$ cat config.mk
export PLATFORM = sky130hd
export DESIGN_NAME = axil_adder_array
export DESIGN_NICKNAME = d
export VERILOG_FILES = /design/src/rtl/axil_adder_array.sv
export SDC_FILE = /design/constraint.sdc
export NUM_CORES = 1
export LEC_CHECK = 0
export CORE_AREA = 2 2 238 240
export CTS_BUF_LIST = sky130_fd_sc_hd__clkbuf_4 sky130_fd_sc_hd__clkbuf_8
export CTS_CLUSTER_DIAMETER = 100
export DETAILED_ROUTE_END_ITERATION = 8
export DIE_AREA = 0 0 240 242
export DONT_BUFFER_PORTS = 1
export GPL_TIMING_DRIVEN = 0
export SKIP_CTS_REPAIR_TIMING = 1
export SYNTH_ARGS = -nofsm -noshare
export SYNTH_HDL_FRONTEND = slang
export SYNTH_SLANG_ARGS = --single-unit
$ cat constraint.sdc
create_clock -name s1_axi_aclk -period 10.3 [get_ports s1_axi_aclk]
set_input_delay 1.03 -clock s1_axi_aclk [delete_from_list [all_inputs] [get_ports s1_axi_aclk]]
set_output_delay 1.03 -clock s1_axi_aclk [all_outputs]
set_load 0.02 [all_outputs]
$ cat src/rtl/axil_adder_array.sv
// AXI4-Lite slave holding NUM_CH operand pairs; a sequential engine adds one pair per cycle
// with signed/unsigned mode, optional saturation, sticky overflow flags and a done status.
module axil_adder_array #(
    parameter int DATA_WIDTH = 32,
    parameter int ADDR_WIDTH = 8,
    parameter int NUM_CH     = 4
) (
    input  logic                    s1_axi_aclk,
    input  logic                    s1_axi_areset,
    input  logic [ADDR_WIDTH-1:0]   s1_axi_awaddr,
    input  logic                    s1_axi_awvalid,
    output logic                    s1_axi_awready,
    input  logic [DATA_WIDTH-1:0]   s1_axi_wdata,
    input  logic [DATA_WIDTH/8-1:0] s1_axi_wstrb,
    input  logic                    s1_axi_wvalid,
    output logic                    s1_axi_wready,
    output logic [1:0]              s1_axi_bresp,
    output logic                    s1_axi_bvalid,
    input  logic                    s1_axi_bready,
    input  logic [ADDR_WIDTH-1:0]   s1_axi_araddr,
    input  logic                    s1_axi_arvalid,
    output logic                    s1_axi_arready,
    output logic [DATA_WIDTH-1:0]   s1_axi_rdata,
    output logic [1:0]              s1_axi_rresp,
    output logic                    s1_axi_rvalid,
    input  logic                    s1_axi_rready
);
    localparam int SW = DATA_WIDTH / 8;
    localparam int CW = (NUM_CH > 1) ? $clog2(NUM_CH) : 1;
    localparam int BW = ADDR_WIDTH - 4;
    localparam int WW = ADDR_WIDTH - 2;

    typedef enum logic {ST_IDLE, ST_RUN} state_e;

    state_e                state_q, state_d;
    logic [CW-1:0]         cnt_q, cnt_d;
    logic                  run_signed_q, run_signed_d, run_sat_q, run_sat_d;
    logic                  ctrl_signed_q, ctrl_signed_d, ctrl_sat_q, ctrl_sat_d;
    logic                  done_q, done_d;
    logic [NUM_CH-1:0]     ovf_q, ovf_d;
    logic [DATA_WIDTH-1:0] a_q [NUM_CH];
    logic [DATA_WIDTH-1:0] a_d [NUM_CH];
    logic [DATA_WIDTH-1:0] b_q [NUM_CH];
    logic [DATA_WIDTH-1:0] b_d [NUM_CH];
    logic [DATA_WIDTH-1:0] sum_q [NUM_CH];
    logic [DATA_WIDTH-1:0] sum_d [NUM_CH];
    logic                  aw_held_q, aw_held_d, w_held_q, w_held_d;
    logic [WW-1:0]         aw_addr_q, aw_addr_d;
    logic [DATA_WIDTH-1:0] w_data_q, w_data_d;
    logic [SW-1:0]         w_strb_q, w_strb_d;
    logic                  bvalid_q, bvalid_d, rvalid_q, rvalid_d;
    logic [1:0]            bresp_q, bresp_d, rresp_q, rresp_d;
    logic [DATA_WIDTH-1:0] rdata_q, rdata_d;

    logic                  busy, start_cmd, clr_cmd, wr_err, rd_err;
    logic [DATA_WIDTH-1:0] rd_data, op_a, op_b, eng_sum;
    logic [DATA_WIDTH:0]   sum_ext;
    logic                  eng_ovf;
    logic                  unused_addr_bits;

    assign busy             = (state_q == ST_RUN);
    assign unused_addr_bits = ^{s1_axi_awaddr[1:0], s1_axi_araddr[1:0]};

    assign s1_axi_awready = !aw_held_q && !bvalid_q;
    assign s1_axi_wready  = !w_held_q && !bvalid_q;
    assign s1_axi_arready = !rvalid_q;
    assign s1_axi_bvalid  = bvalid_q;
    assign s1_axi_bresp   = bresp_q;
    assign s1_axi_rvalid  = rvalid_q;
    assign s1_axi_rresp   = rresp_q;
    assign s1_axi_rdata   = rdata_q;

    function automatic logic [DATA_WIDTH-1:0] apply_strb(input logic [DATA_WIDTH-1:0] old_v,
                                                         input logic [DATA_WIDTH-1:0] new_v,
                                                         input logic [SW-1:0] strb);
        logic [DATA_WIDTH-1:0] r;
        r = old_v;
        for (int k = 0; k < SW; k++) begin
            if (strb[k]) r[8*k +: 8] = new_v[8*k +: 8];
        end
        return r;
    endfunction

    // Engine datapath: one extra bit keeps the carry for unsigned overflow.
    always_comb begin
        op_a = '0;
        op_b = '0;
        for (int i = 0; i < NUM_CH; i++) begin
            if (cnt_q == CW'(i)) begin
                op_a = a_q[i];
                op_b = b_q[i];
            end
        end
        sum_ext = {1'b0, op_a} + {1'b0, op_b};
        if (run_signed_q)
            eng_ovf = (op_a[DATA_WIDTH-1] == op_b[DATA_WIDTH-1]) &&
                      (sum_ext[DATA_WIDTH-1] != op_a[DATA_WIDTH-1]);
        else
            eng_ovf = sum_ext[DATA_WIDTH];
        eng_sum = sum_ext[DATA_WIDTH-1:0];
        if (run_sat_q && eng_ovf) begin
            if (!run_signed_q)             eng_sum = '1;
            else if (op_a[DATA_WIDTH-1])   eng_sum = {1'b1, {(DATA_WIDTH-1){1'b0}}};
            else                           eng_sum = {1'b0, {(DATA_WIDTH-1){1'b1}}};
        end
    end

    always_comb begin
        rd_data = '0;
        rd_err  = 1'b1;
        if (s1_axi_araddr[ADDR_WIDTH-1:2] == WW'(0)) begin
            rd_err     = 1'b0;
            rd_data[1] = ctrl_signed_q;
            rd_data[2] = ctrl_sat_q;
        end else if (s1_axi_araddr[ADDR_WIDTH-1:2] == WW'(1)) begin
            rd_err     = 1'b0;
            rd_data[0] = busy;
            rd_data[1] = done_q;
            for (int i = 0; i < NUM_CH; i++) rd_data[8+i] = ovf_q[i];
        end else begin
            for (int i = 0; i < NUM_CH; i++) begin
                if (s1_axi_araddr[ADDR_WIDTH-1:4] == BW'(i + 1)) begin
                    case (s1_axi_araddr[3:2])
                        2'd0:    begin rd_err = 1'b0; rd_data = a_q[i];   end
                        2'd1:    begin rd_err = 1'b0; rd_data = b_q[i];   end
                        2'd2:    begin rd_err = 1'b0; rd_data = sum_q[i]; end
                        default: ;
                    endcase
                end
            end
        end
    end

    always_comb begin
        state_d = state_q;  cnt_d = cnt_q;
        run_signed_d = run_signed_q;  run_sat_d = run_sat_q;
        ctrl_signed_d = ctrl_signed_q;  ctrl_sat_d = ctrl_sat_q;
        done_d = done_q;  ovf_d = ovf_q;
        a_d = a_q;  b_d = b_q;  sum_d = sum_q;
        aw_held_d = aw_held_q;  aw_addr_d = aw_addr_q;
        w_held_d = w_held_q;  w_data_d = w_data_q;  w_strb_d = w_strb_q;
        bvalid_d = bvalid_q;  bresp_d = bresp_q;
        rvalid_d = rvalid_q;  rresp_d = rresp_q;  rdata_d = rdata_q;
        start_cmd = 1'b0;  clr_cmd = 1'b0;  wr_err = 1'b1;

        if (s1_axi_awvalid && s1_axi_awready) begin
            aw_held_d = 1'b1;
            aw_addr_d = s1_axi_awaddr[ADDR_WIDTH-1:2];
        end
        if (s1_axi_wvalid && s1_axi_wready) begin
            w_held_d = 1'b1;
            w_data_d = s1_axi_wdata;
            w_strb_d = s1_axi_wstrb;
        end
        if (bvalid_q && s1_axi_bready) bvalid_d = 1'b0;

        if (aw_held_q && w_held_q) begin
            aw_held_d = 1'b0;
            w_held_d  = 1'b0;
            bvalid_d  = 1'b1;
            if (aw_addr_q == WW'(0)) begin
                wr_err = 1'b0;
                if (w_strb_q[0]) begin
                    ctrl_signed_d = w_data_q[1];
                    ctrl_sat_d    = w_data_q[2];
                    start_cmd     = w_data_q[0];
                    clr_cmd       = w_data_q[3];
                end
            end else if (aw_addr_q == WW'(1)) begin
                wr_err = !w_data_q[1];
                if (!wr_err && w_strb_q[0]) done_d = 1'b0;
            end else begin
                for (int i = 0; i < NUM_CH; i++) begin
                    if (aw_addr_q[WW-1:2] == BW'(i + 1)) begin
                        if (aw_addr_q[1:0] == 2'd0) begin
                            wr_err = busy;
                            if (!busy) a_d[i] = apply_strb(a_q[i], w_data_q, w_strb_q);
                        end else if (aw_addr_q[1:0] == 2'd1) begin
                            wr_err = busy;
                            if (!busy) b_d[i] = apply_strb(b_q[i], w_data_q, w_strb_q);
                        end
                    end
                end
            end
            bresp_d = wr_err ? 2'b10 : 2'b00;
        end

        // Clear is applied first so an overflow on the same edge survives it.
        if (clr_cmd) ovf_d = '0;

        case (state_q)
            ST_IDLE: begin
                if (start_cmd) begin
                    state_d      = ST_RUN;
                    cnt_d        = '0;
                    done_d       = 1'b0;
                    run_signed_d = ctrl_signed_d;
                    run_sat_d    = ctrl_sat_d;
                end
            end
            ST_RUN: begin
                for (int i = 0; i < NUM_CH; i++) begin
                    if (cnt_q == CW'(i)) begin
                        sum_d[i] = eng_sum;
                        if (eng_ovf) ovf_d[i] = 1'b1;
                    end
                end
                cnt_d = cnt_q + CW'(1);
                if (cnt_q == CW'(NUM_CH - 1)) begin
                    state_d = ST_IDLE;
                    done_d  = 1'b1;
                end
            end
            default: state_d = ST_IDLE;
        endcase

        if (s1_axi_arvalid && s1_axi_arready) begin
            rvalid_d = 1'b1;
            rdata_d  = rd_data;
            rresp_d  = rd_err ? 2'b10 : 2'b00;
        end else if (rvalid_q && s1_axi_rready) begin
            rvalid_d = 1'b0;
        end
    end

    always_ff @(posedge s1_axi_aclk) begin
        if (s1_axi_areset) begin
            state_q <= ST_IDLE;  cnt_q <= '0;
            run_signed_q <= 1'b0;  run_sat_q <= 1'b0;
            ctrl_signed_q <= 1'b0;  ctrl_sat_q <= 1'b0;
            done_q <= 1'b0;  ovf_q <= '0;
            a_q <= '{default: '0};  b_q <= '{default: '0};  sum_q <= '{default: '0};
            aw_held_q <= 1'b0;  aw_addr_q <= '0;
            w_held_q <= 1'b0;  w_data_q <= '0;  w_strb_q <= '0;
            bvalid_q <= 1'b0;  bresp_q <= 2'b00;
            rvalid_q <= 1'b0;  rresp_q <= 2'b00;  rdata_q <= '0;
        end else begin
            state_q <= state_d;  cnt_q <= cnt_d;
            run_signed_q <= run_signed_d;  run_sat_q <= run_sat_d;
            ctrl_signed_q <= ctrl_signed_d;  ctrl_sat_q <= ctrl_sat_d;
            done_q <= done_d;  ovf_q <= ovf_d;
            a_q <= a_d;  b_q <= b_d;  sum_q <= sum_d;
            aw_held_q <= aw_held_d;  aw_addr_q <= aw_addr_d;
            w_held_q <= w_held_d;  w_data_q <= w_data_d;  w_strb_q <= w_strb_d;
            bvalid_q <= bvalid_d;  bresp_q <= bresp_d;
            rvalid_q <= rvalid_d;  rresp_q <= rresp_d;  rdata_q <= rdata_d;
        end
    end
endmodule

==> results.tsv <==
stage	metric	value	unit
timing	tns	0	ns
detailed_routing	met1_length	46260	µm
floorplan	core	55730	µm²
layout	instances_no_fill	3988	
critical_path	crit_path_start	cnt_q[0]	
status	outcome	complete, no violations	
layout	dominant_cells	combinational gates	
layout	drive_gt1_frac	0.05944	
critical_path	reg2reg_depth	18	
layout	n_all_buffers	259	
detailed_routing	antenna_left	0	
grt	grt_util_met1	0.4930	
min_path	hold_start	s1_axi_rready	
layout	comb_share	0.5026	
critical_path	slowest_stage	a221oi_1	
layout	clk_share	0.06862	
clock_tree	cts-buffers-inserted	84	
yosys	largest_area_cell	dfxtp_1	
critical_path	critPathCaptureType	flop	
detailed_routing	vias_per_cell	5.858	
power	power_density	151.4	nW/µm²
power	p_int	3.024	mW
power	p_seq_frac	0.462	
layout	nFillCells	5702	
critical_path	rrSetupSlack	4.23	ns
critical_path	worstPathMaxFanout	10	
yosys	yosys.stat.seqShare	0.3933	
grt	grt_util_met2	0.5247	
yosys	yosys_most_used_dff	dfxtp_1	
yosys	async_reset_ff_frac	0	
floorplan	rows	87	
clock_tree	clkLatencyLatePin	0.69	ns
yosys	topCombFamilyByArea	AND-OR/OR-AND gates	
critical_path	cp_slowest_stage_delay	0.88	ns
critical_path	worstReg2RegEnd	sum_q[31]	
critical_path	arrival	6.59	ns
detailed_routing	wl_per_cell	26.25	µm
timing	finalClockPeriodUsage	0.5896	
critical_path	path_class	flop to flop	
critical_path	crit_top_cell	o21ai_0	
clock_tree	clock_path_buffers	3	
timing	max_slew_margin	0.07801	
placement	place.gp.congestion	1.036	
detailed_routing	highest_layer	met5	
power	p_leak	9.916	nW
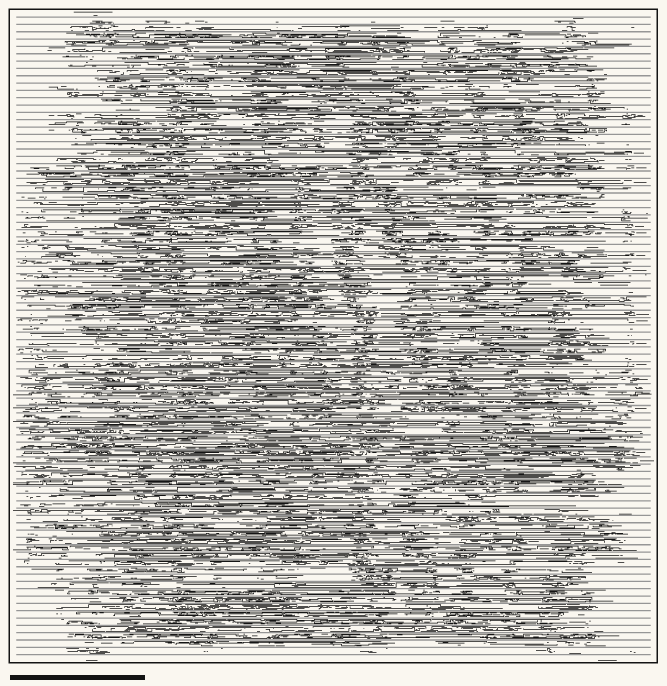
Figure 1: M1 wires.
The bar under the picture is 50 µm long. Supply wires on this layer in gray.
longest straight run	66.5 µm
nets with wire on the layer	3147
main direction	horizontal
wire length on this layer	46.3 mm
share of all routed wire	44%

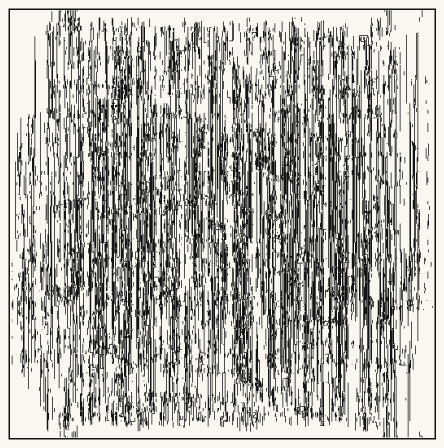
Figure 2: met2 routing.
main direction	vertical
longest straight run	120 µm
detailed-route via count: 23360
Post-Route WL: 104700 µm

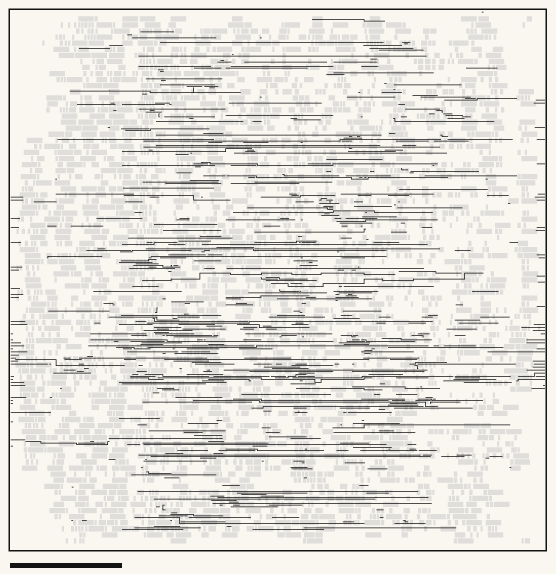
Figure 3: met3 routing.
The bar under the picture is 50 µm long.
nets with wire on the layer	451
longest straight run	133 µm
wire length on this layer	10900 µm
share of all routed wire	10%

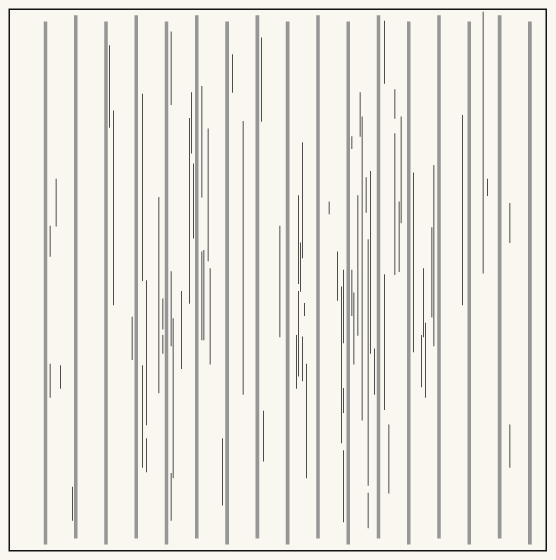
Figure 4: met4 routing.
Supply wires on this layer in gray.
nets with wire on the layer	56
wire length on this layer	3130 µm
longest straight run	136 µm

Power figures rest on the tool's default switching activity, not on a simulated workload.
